## src/rtl/imm_extend_pipe_if.sv

```systemverilog
// ---------------------------------------------------------------------------
// imm_extend_pipe_if
// Handshake bundle between the decode stage, the immediate-extension unit and
// the execute-stage operand muxes.
//
// Signals:
//   in_valid  / in_ready   input item handshake (decode -> extender)
//   in_data   [IN_W]       raw immediate field
//   in_mode   [2]          00 zero, 01 sign, 10 upper (LUI), 11 branch offset
//   in_tag    [TAG_W]      sideband tag (destination register index)
//   out_valid / out_ready  result handshake (extender -> execute)
//   out_data  [OUT_W]      extended immediate
//   out_tag   [TAG_W]      tag travelling with the result
//   out_mode  [2]          mode travelling with the result
//
// Modports:
//   master  the environment side: produces input items, consumes results
//   slave   the extension unit itself
// ---------------------------------------------------------------------------
interface imm_extend_pipe_if #(
  parameter int IN_W  = 16,
  parameter int OUT_W = 32,
  parameter int TAG_W = 5
);

  logic             in_valid;
  logic             in_ready;
  logic [IN_W-1:0]  in_data;
  logic [1:0]       in_mode;
  logic [TAG_W-1:0] in_tag;

  logic             out_valid;
  logic             out_ready;
  logic [OUT_W-1:0] out_data;
  logic [TAG_W-1:0] out_tag;
  logic [1:0]       out_mode;

  modport master (
    output in_valid,
    output in_data,
    output in_mode,
    output in_tag,
    output out_ready,
    input  in_ready,
    input  out_valid,
    input  out_data,
    input  out_tag,
    input  out_mode
  );

  modport slave (
    input  in_valid,
    input  in_data,
    input  in_mode,
    input  in_tag,
    input  out_ready,
    output in_ready,
    output out_valid,
    output out_data,
    output out_tag,
    output out_mode
  );

endinterface

```

## src/rtl/imm_extend_pipe.sv

```systemverilog
// ---------------------------------------------------------------------------
// imm_extend_pipe
// Pipelined immediate-extension unit for the MIPS datapath. Widens an IN_W-bit
// immediate to OUT_W bits (zero-extend, sign-extend, LUI placement, or
// sign-extend-and-shift-by-2 for branch offsets) and hands the result to the
// execute stage over a valid/ready handshake.
//
// The result sits in an output register (OR). A one-entry skid register (SK)
// catches the item that arrives while OR is stalled, which lets in_ready be a
// plain flop (!SK.valid) instead of a combinational function of out_ready.
//
// Ports:
//   clk         rising-edge clock
//   rst_n       asynchronous active-low reset
//   flush       synchronous flush: drops OR and SK, discards the input of
//               the same cycle
//   bus         imm_extend_pipe_if.slave handshake bundle (input item and
//               result with tag/mode sideband)
//   stat_count  16-bit saturating count of accepted items
//
// Build option:
//   IMM_EXTEND_STATS_EN  when defined, stat_count is a real saturating counter
//                        cleared only by reset; when undefined stat_count is
//                        tied to zero and no counter flops exist.
// ---------------------------------------------------------------------------
module imm_extend_pipe #(
  parameter int IN_W  = 16,
  parameter int OUT_W = 32,
  parameter int TAG_W = 5
) (
  input  logic                clk,
  input  logic                rst_n,
  input  logic                flush,
  imm_extend_pipe_if.slave    bus,
  output logic [15:0]         stat_count
);

  // Extension mode encodings
  localparam logic [1:0] MODE_ZERO   = 2'b00;
  localparam logic [1:0] MODE_SIGN   = 2'b01;
  localparam logic [1:0] MODE_UPPER  = 2'b10;
  localparam logic [1:0] MODE_BRANCH = 2'b11;

  // A narrower output than input has no meaningful extension; refuse to build.
  generate
    if (OUT_W < IN_W) begin : g_bad_width
      $error("imm_extend_pipe: OUT_W (%0d) must be >= IN_W (%0d)", OUT_W, IN_W);
    end
  endgenerate

  // Output register (OR)
  logic             r_or_valid;
  logic [OUT_W-1:0] r_or_data;
  logic [TAG_W-1:0] r_or_tag;
  logic [1:0]       r_or_mode;

  // Skid register (SK)
  logic             r_sk_valid;
  logic [OUT_W-1:0] r_sk_data;
  logic [TAG_W-1:0] r_sk_tag;
  logic [1:0]       r_sk_mode;

  logic             r_in_ready;

  logic [OUT_W-1:0] w_ext_data;
  logic             w_in_xfer;
  logic             w_or_drain;
  logic             w_or_free;

  assign w_in_xfer  = bus.in_valid && r_in_ready;
  assign w_or_drain = r_or_valid && bus.out_ready;
  // OR can take a new item this edge if it is empty or being emptied now.
  assign w_or_free  = !r_or_valid || bus.out_ready;

  // The size casts handle OUT_W == IN_W without a zero-width replication;
  // casting the $signed operand sign-extends.
  always_comb begin
    w_ext_data = '0;
    case (bus.in_mode)
      MODE_ZERO:   w_ext_data = OUT_W'(bus.in_data);
      MODE_SIGN:   w_ext_data = OUT_W'($signed(bus.in_data));
      MODE_UPPER:  w_ext_data = OUT_W'(bus.in_data) << (OUT_W - IN_W);
      MODE_BRANCH: w_ext_data = OUT_W'($signed(bus.in_data)) << 2;
      default:     w_ext_data = '0;
    endcase
  end

  // OR / SK control. Flush has priority over everything except reset.
  // SK full means in_ready is low, so no input can arrive in that branch.
  // in_ready comes out of reset low and rises on the first edge after release.
  always_ff @(posedge clk or negedge rst_n) begin
    if (!rst_n) begin
      r_or_valid <= 1'b0;
      r_or_data  <= '0;
      r_or_tag   <= '0;
      r_or_mode  <= '0;
      r_sk_valid <= 1'b0;
      r_sk_data  <= '0;
      r_sk_tag   <= '0;
      r_sk_mode  <= '0;
      r_in_ready <= 1'b0;
    end else if (flush) begin
      r_or_valid <= 1'b0;
      r_sk_valid <= 1'b0;
      r_in_ready <= 1'b1;
    end else if (r_sk_valid) begin
      if (w_or_drain) begin
        r_or_data  <= r_sk_data;
        r_or_tag   <= r_sk_tag;
        r_or_mode  <= r_sk_mode;
        r_sk_valid <= 1'b0;
        r_in_ready <= 1'b1;
      end
    end else begin
      r_in_ready <= 1'b1;
      if (w_in_xfer) begin
        if (w_or_free) begin
          r_or_valid <= 1'b1;
          r_or_data  <= w_ext_data;
          r_or_tag   <= bus.in_tag;
          r_or_mode  <= bus.in_mode;
        end else begin
          r_sk_valid <= 1'b1;
          r_sk_data  <= w_ext_data;
          r_sk_tag   <= bus.in_tag;
          r_sk_mode  <= bus.in_mode;
          r_in_ready <= 1'b0;
        end
      end else if (w_or_drain) begin
        r_or_valid <= 1'b0;
      end
    end
  end

  assign bus.in_ready  = r_in_ready;
  assign bus.out_valid = r_or_valid;
  assign bus.out_data  = r_or_data;
  assign bus.out_tag   = r_or_tag;
  assign bus.out_mode  = r_or_mode;

`ifdef IMM_EXTEND_STATS_EN
  logic [15:0] r_stat_count;

  // Counts accepted inputs; a transfer coinciding with flush is discarded
  // and so is not counted. Saturates rather than wrapping.
  always_ff @(posedge clk or negedge rst_n) begin
    if (!rst_n) begin
      r_stat_count <= 16'h0000;
    end else if (w_in_xfer && !flush && (r_stat_count != 16'hFFFF)) begin
      r_stat_count <= r_stat_count + 16'd1;
    end
  end

  assign stat_count = r_stat_count;
`else
  assign stat_count = 16'h0000;
`endif

endmodule

```

## src/flat_wrapper.sv

```systemverilog
// flat-port wrapper written by rule: the top's interface ports become plain ports
module imm_extend_pipe_flat 
#(
  parameter int IN_W  = 16,
  parameter int OUT_W = 32,
  parameter int TAG_W = 5
)
  (clk, rst_n, flush, stat_count, bus_in_valid, bus_in_data, bus_in_mode, bus_in_tag, bus_out_ready, bus_in_ready, bus_out_valid, bus_out_data, bus_out_tag, bus_out_mode);
  imm_extend_pipe_if #(.IN_W(IN_W), .OUT_W(OUT_W), .TAG_W(TAG_W)) bus_i ();
  input  logic clk;
  input  logic rst_n;
  input  logic flush;
  output logic [15:0] stat_count;
  input wire logic [$bits(bus_i.in_valid)-1:0] bus_in_valid;
  input wire logic [$bits(bus_i.in_data)-1:0] bus_in_data;
  input wire logic [$bits(bus_i.in_mode)-1:0] bus_in_mode;
  input wire logic [$bits(bus_i.in_tag)-1:0] bus_in_tag;
  input wire logic [$bits(bus_i.out_ready)-1:0] bus_out_ready;
  output wire logic [$bits(bus_i.in_ready)-1:0] bus_in_ready;
  output wire logic [$bits(bus_i.out_valid)-1:0] bus_out_valid;
  output wire logic [$bits(bus_i.out_data)-1:0] bus_out_data;
  output wire logic [$bits(bus_i.out_tag)-1:0] bus_out_tag;
  output wire logic [$bits(bus_i.out_mode)-1:0] bus_out_mode;
  assign bus_i.in_valid = bus_in_valid;
  assign bus_i.in_data = bus_in_data;
  assign bus_i.in_mode = bus_in_mode;
  assign bus_i.in_tag = bus_in_tag;
  assign bus_i.out_ready = bus_out_ready;
  assign bus_in_ready = bus_i.in_ready;
  assign bus_out_valid = bus_i.out_valid;
  assign bus_out_data = bus_i.out_data;
  assign bus_out_tag = bus_i.out_tag;
  assign bus_out_mode = bus_i.out_mode;
  imm_extend_pipe #(.IN_W(IN_W), .OUT_W(OUT_W), .TAG_W(TAG_W)) u_core (.clk(clk), .rst_n(rst_n), .flush(flush), .bus(bus_i), .stat_count(stat_count));
endmodule
```

## config.mk

```make
export PLATFORM = sky130hd
export DESIGN_NAME = imm_extend_pipe_flat
export DESIGN_NICKNAME = d
export VERILOG_FILES = /design/src/rtl/imm_extend_pipe_if.sv /design/src/rtl/imm_extend_pipe.sv /design/src/flat_wrapper.sv
export SDC_FILE = /design/constraint.sdc
export NUM_CORES = 1
export LEC_CHECK = 0
export CORE_AREA = 2 2 75 112
export CTS_CLUSTER_DIAMETER = 60
export DETAILED_ROUTE_END_ITERATION = 7
export DIE_AREA = 0 0 77 114
export GPL_TIMING_DRIVEN = 0
export PLACE_DENSITY = 0.81
export SLEW_MARGIN = 5
export SYNTH_ARGS = -nofsm -noshare
export SYNTH_HDL_FRONTEND = slang
export SYNTH_SLANG_ARGS = --single-unit
```

## constraint.sdc

```tcl
create_clock -name clk -period 4.62 [get_ports clk]
set_input_delay 1.386 -clock clk [delete_from_list [all_inputs] [get_ports clk]]
set_output_delay 1.386 -clock clk [all_outputs]
set_load 0.02 [all_outputs]
```

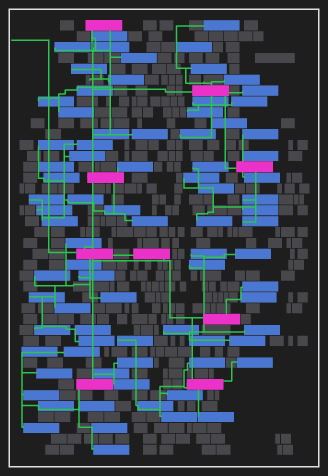
(images/clk_routes.png)
Drawn at 4 px/µm.
[clock wires] green | length: 988 µm
[flip-flops] blue | count: 81
[clock drivers] magenta | count: 9
flops lie: widely spread
routed clock nets: 10
power drawn by the clock network: 675 µW
latest clock arrival within the worst-skew pair: 0.34 ns
skew final: 0.00430 ns
clock network fraction of design power: 0.290

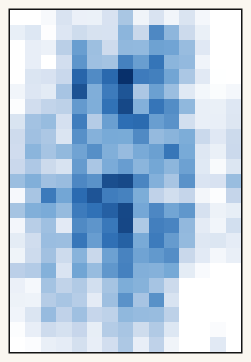
(images/metal_density.png)
Drawn at 3 px/µm. The die is cut into 15 by 23 equal tiles; white is low, dark blue is high, scaled to the fullest tile. Values are wire area over tile area, all layers added.
nearly empty tiles: 12%
densest ninth of the die: centre
tiles over half the peak: 24%
emptiest ninth of the die: lower right
overall fraction of global-route tracks in use: 0.237
WL/cell: 17.8 µm
DRT Wirelength: 9820 µm
vias post-DR: 3055

==> results.txt <==
Main metrics from the flow reports.

The number of non-clock buffers in the layout is 111. The prevailing logic family in the synthesized netlist is multiplexers. The layout sequential cell count came out at 81. The count of antenna diodes in the layout came out at 0. After synthesis, the share of cell area in mux cells is 0.166.

The number of vias per cell came out at 5.54. The critical path data arrival time came out at 3.29 ns. The number of detailed-routing iterations run before antenna repair is 4. Among all cell classes, the greatest summed area belongs to flip-flops and latches. The switching power is 677 µW.

The area growth from synthesis to final layout came out at 28.9%. The floorplan has about 40 rows. Of the total synthesized cell area, the portion taken by full adders, half adders and majority gates is 0. The share of total power dissipated in sequential elements is 0.424.

Entering global routing, the biggest net connects roughly 47 pins. The number of antenna-violating nets in the routed design came out at 0. The cell count in the Yosys report came out at 348. The instance count of the mapped netlist is approximately 350.

Looking at the worst setup and hold paths, the clock pins of their registers show a slew of 0.06 ns. For this design, the CTS-stage hold fixing added 0 buffers. The fraction of the mapped netlist area in compound gates is 0.157. The required time reported for the critical path endpoint is between 4 and 5 ns. For this design, the slowest cell found on the critical path is clkdlybuf4s50_1. The family with the most delay on the worst path is buffers and inverters. The run finished with clean final reports. In the layout the commonest cells are dfrtp_1 (81), clkdlybuf4s50_1 (66), mux2_2 (54). Per STA, the worst path is made up of clkdlybuf4s50_1, a21oi_1, clkbuf_1, a2bb2oi_1, mux2_2. Counting along the longest clock path gives a buffer depth of 2. Per the layout area report, the combinational gate area comes to 0.00179 mm². Derived from the worst setup path, the maximum achievable clock frequency is 327 MHz.

The script computed the net switching share of total power as 0.291. The detailed-routed wire length on met2 is a little over 5000 µm. Along the critical path, the tally of buffer and inverter instances is 2.

The count of placed standard cells in the final layout, fillers left out is between 500 and 600. The total congestion overflow after global routing came out at 0. In this design, the stage delay of the slowest critical-path cell is 0.51 ns. The layout has 6 inverters outside the clock class. The layout report gives the multi-input gate share of total cell area as 0.345.

Per the cell usage report, the commonest logic cell in the layout is dfrtp_1. The total count of hold-check failures in the final report is 0. The number of warnings in the stage logs is 26.

The core area is around 0.008 mm². The worst max-slew margin expressed relative to the limit is 0.649. The internal portion of the total power is about 1700 µW. The count of endpoints failing setup in the final report came out at 0. The cell area after placement is 0.00491 mm².

TritonCTS built the clock tree. The CTS report gives the tree buffer count as 9. Setup repair after global routing left no endpoint under its margin. The most critical hold endpoint after final layout shows a slack of 0.498 ns. The final-layout fill cell count came out at 628. The number of placed instances with taps included came out at 536. The accumulated negative setup slack is 0 ns.

The fraction of the cycle the final worst path needs is 0.663. For this configuration, the core starts out at a cell density of 0.510. The number of warnings issued by yosys is 0. The quantity of I/O buffers inserted on ports came out at 67.

The worst setup timing slack at the placement stage is 1.27 ns. The number of clock sinks is between 80 and 90. The total setup buffers inserted after CTS is 0. The number of multi-input combinational cells in the layout is 233. The total cell area reported by yosys after synthesis came out at 0.00403 mm².

The combinational share of power is 0.286. The die outline height came out at 114 µm. The number of clock-tree buffers in the layout is 13. The met3 routed wirelength is between 300 and 400 µm. In the per-layer summary, the met1 wirelength comes to 3890 µm. The top-level port count is 85.

The detailed router's first-iteration violation count came out at 205. The minimum clock period after layout came out at around 3 ns. The xor and xnor fraction of the mapped netlist area came out at 0. The highest fanout seen on the critical path is 10.

CTS built an H-tree with a depth of 3. The script extracted a total leakage power of 0.00231 µW. The mean instance size in the synthesized netlist is 11.6 µm². The total half-perimeter wirelength after legalization and detailed placement is 7170 µm. The sequential logic power is 988 µW.

The worst ir drop on vdd came out at 0.000286 V. The area taken by sequential standard cells is reported as 0.00203 mm².
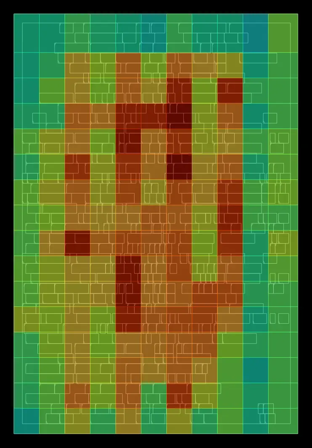
(images/congestion.png)
utilization after layout: 0.657
most utilized layer in the global route result: met2
met2 track demand over resource: 0.416

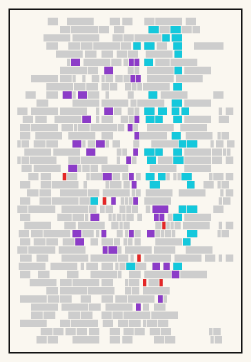
(images/logic_types.png)
Drawn at 3 px/µm.
| family | colour | cells |
|---|---|---|
| aoi and oai cells | purple | 40 |
| inv cells | red | 6 |
| non-inverting ao/oa cells | cyan | 41 |

-- registers in the layout (all words and copies together), names as in the netlist --
signal	count
u_core.bus.out_data	32
u_core.r_sk_tag	5
u_core.r_sk_mode	2
u_core.r_sk_valid	1
u_core.bus.out_tag	5
u_core.bus.in_ready	1
u_core.bus.out_mode	2
u_core.bus.out_valid	1
u_core.r_sk_data	32
-- path summary, 6_finish.rpt --
| check | start | endpoint | slack (ns) | depth (start not counted) |
|---|---|---|---|---|
| max in group asynchronous | rst_n | u_core.r_sk_data[16] | 3.04 | 2 |
| max reg2reg | u_core.r_sk_valid | u_core.bus.out_data[27] | 2.68 | 4 |
| min | u_core.bus.out_data[8] | u_core.bus.out_data[8] | 0.50 | 1 |
| max | bus_in_data[15] | u_core.bus.out_data[27] | 1.56 | 5 |
| min in group asynchronous | rst_n | u_core.r_sk_data[11] | 1.00 | 1 |
| min reg2reg | u_core.bus.out_data[8] | u_core.bus.out_data[8] | 0.50 | 1 |
-- synth_stat cells, drive strengths merged --
library cell / number / area, µm²
o21ai: 3 / 15.0
o21a: 14 / 105
nand3: 13 / 65.1
a21oi: 17 / 85.1
dfrtp: 81 / 2030
a31oi: 1 / 6.26
clkbuf: 17 / 63.8
o221ai: 1 / 8.76
a211oi: 2 / 15.0
buf: 26 / 183
or2: 1 / 6.26
nand3b: 15 / 125
o32a: 13 / 130
and3: 1 / 6.26
o21bai: 1 / 7.51
a22o: 13 / 114
nor3: 1 / 5.00
or3: 1 / 6.26
nor2b: 1 / 6.26
o31a: 1 / 8.76
a2bb2oi: 14 / 123
nor2: 2 / 7.51
inv: 6 / 22.5
mux2: 54 / 608
conb: 1 / 3.75
nand2b: 19 / 119
a221oi: 1 / 15.0
mux2i: 6 / 60.1
nand2: 22 / 82.6
Power and IR drop assume default switching activity.
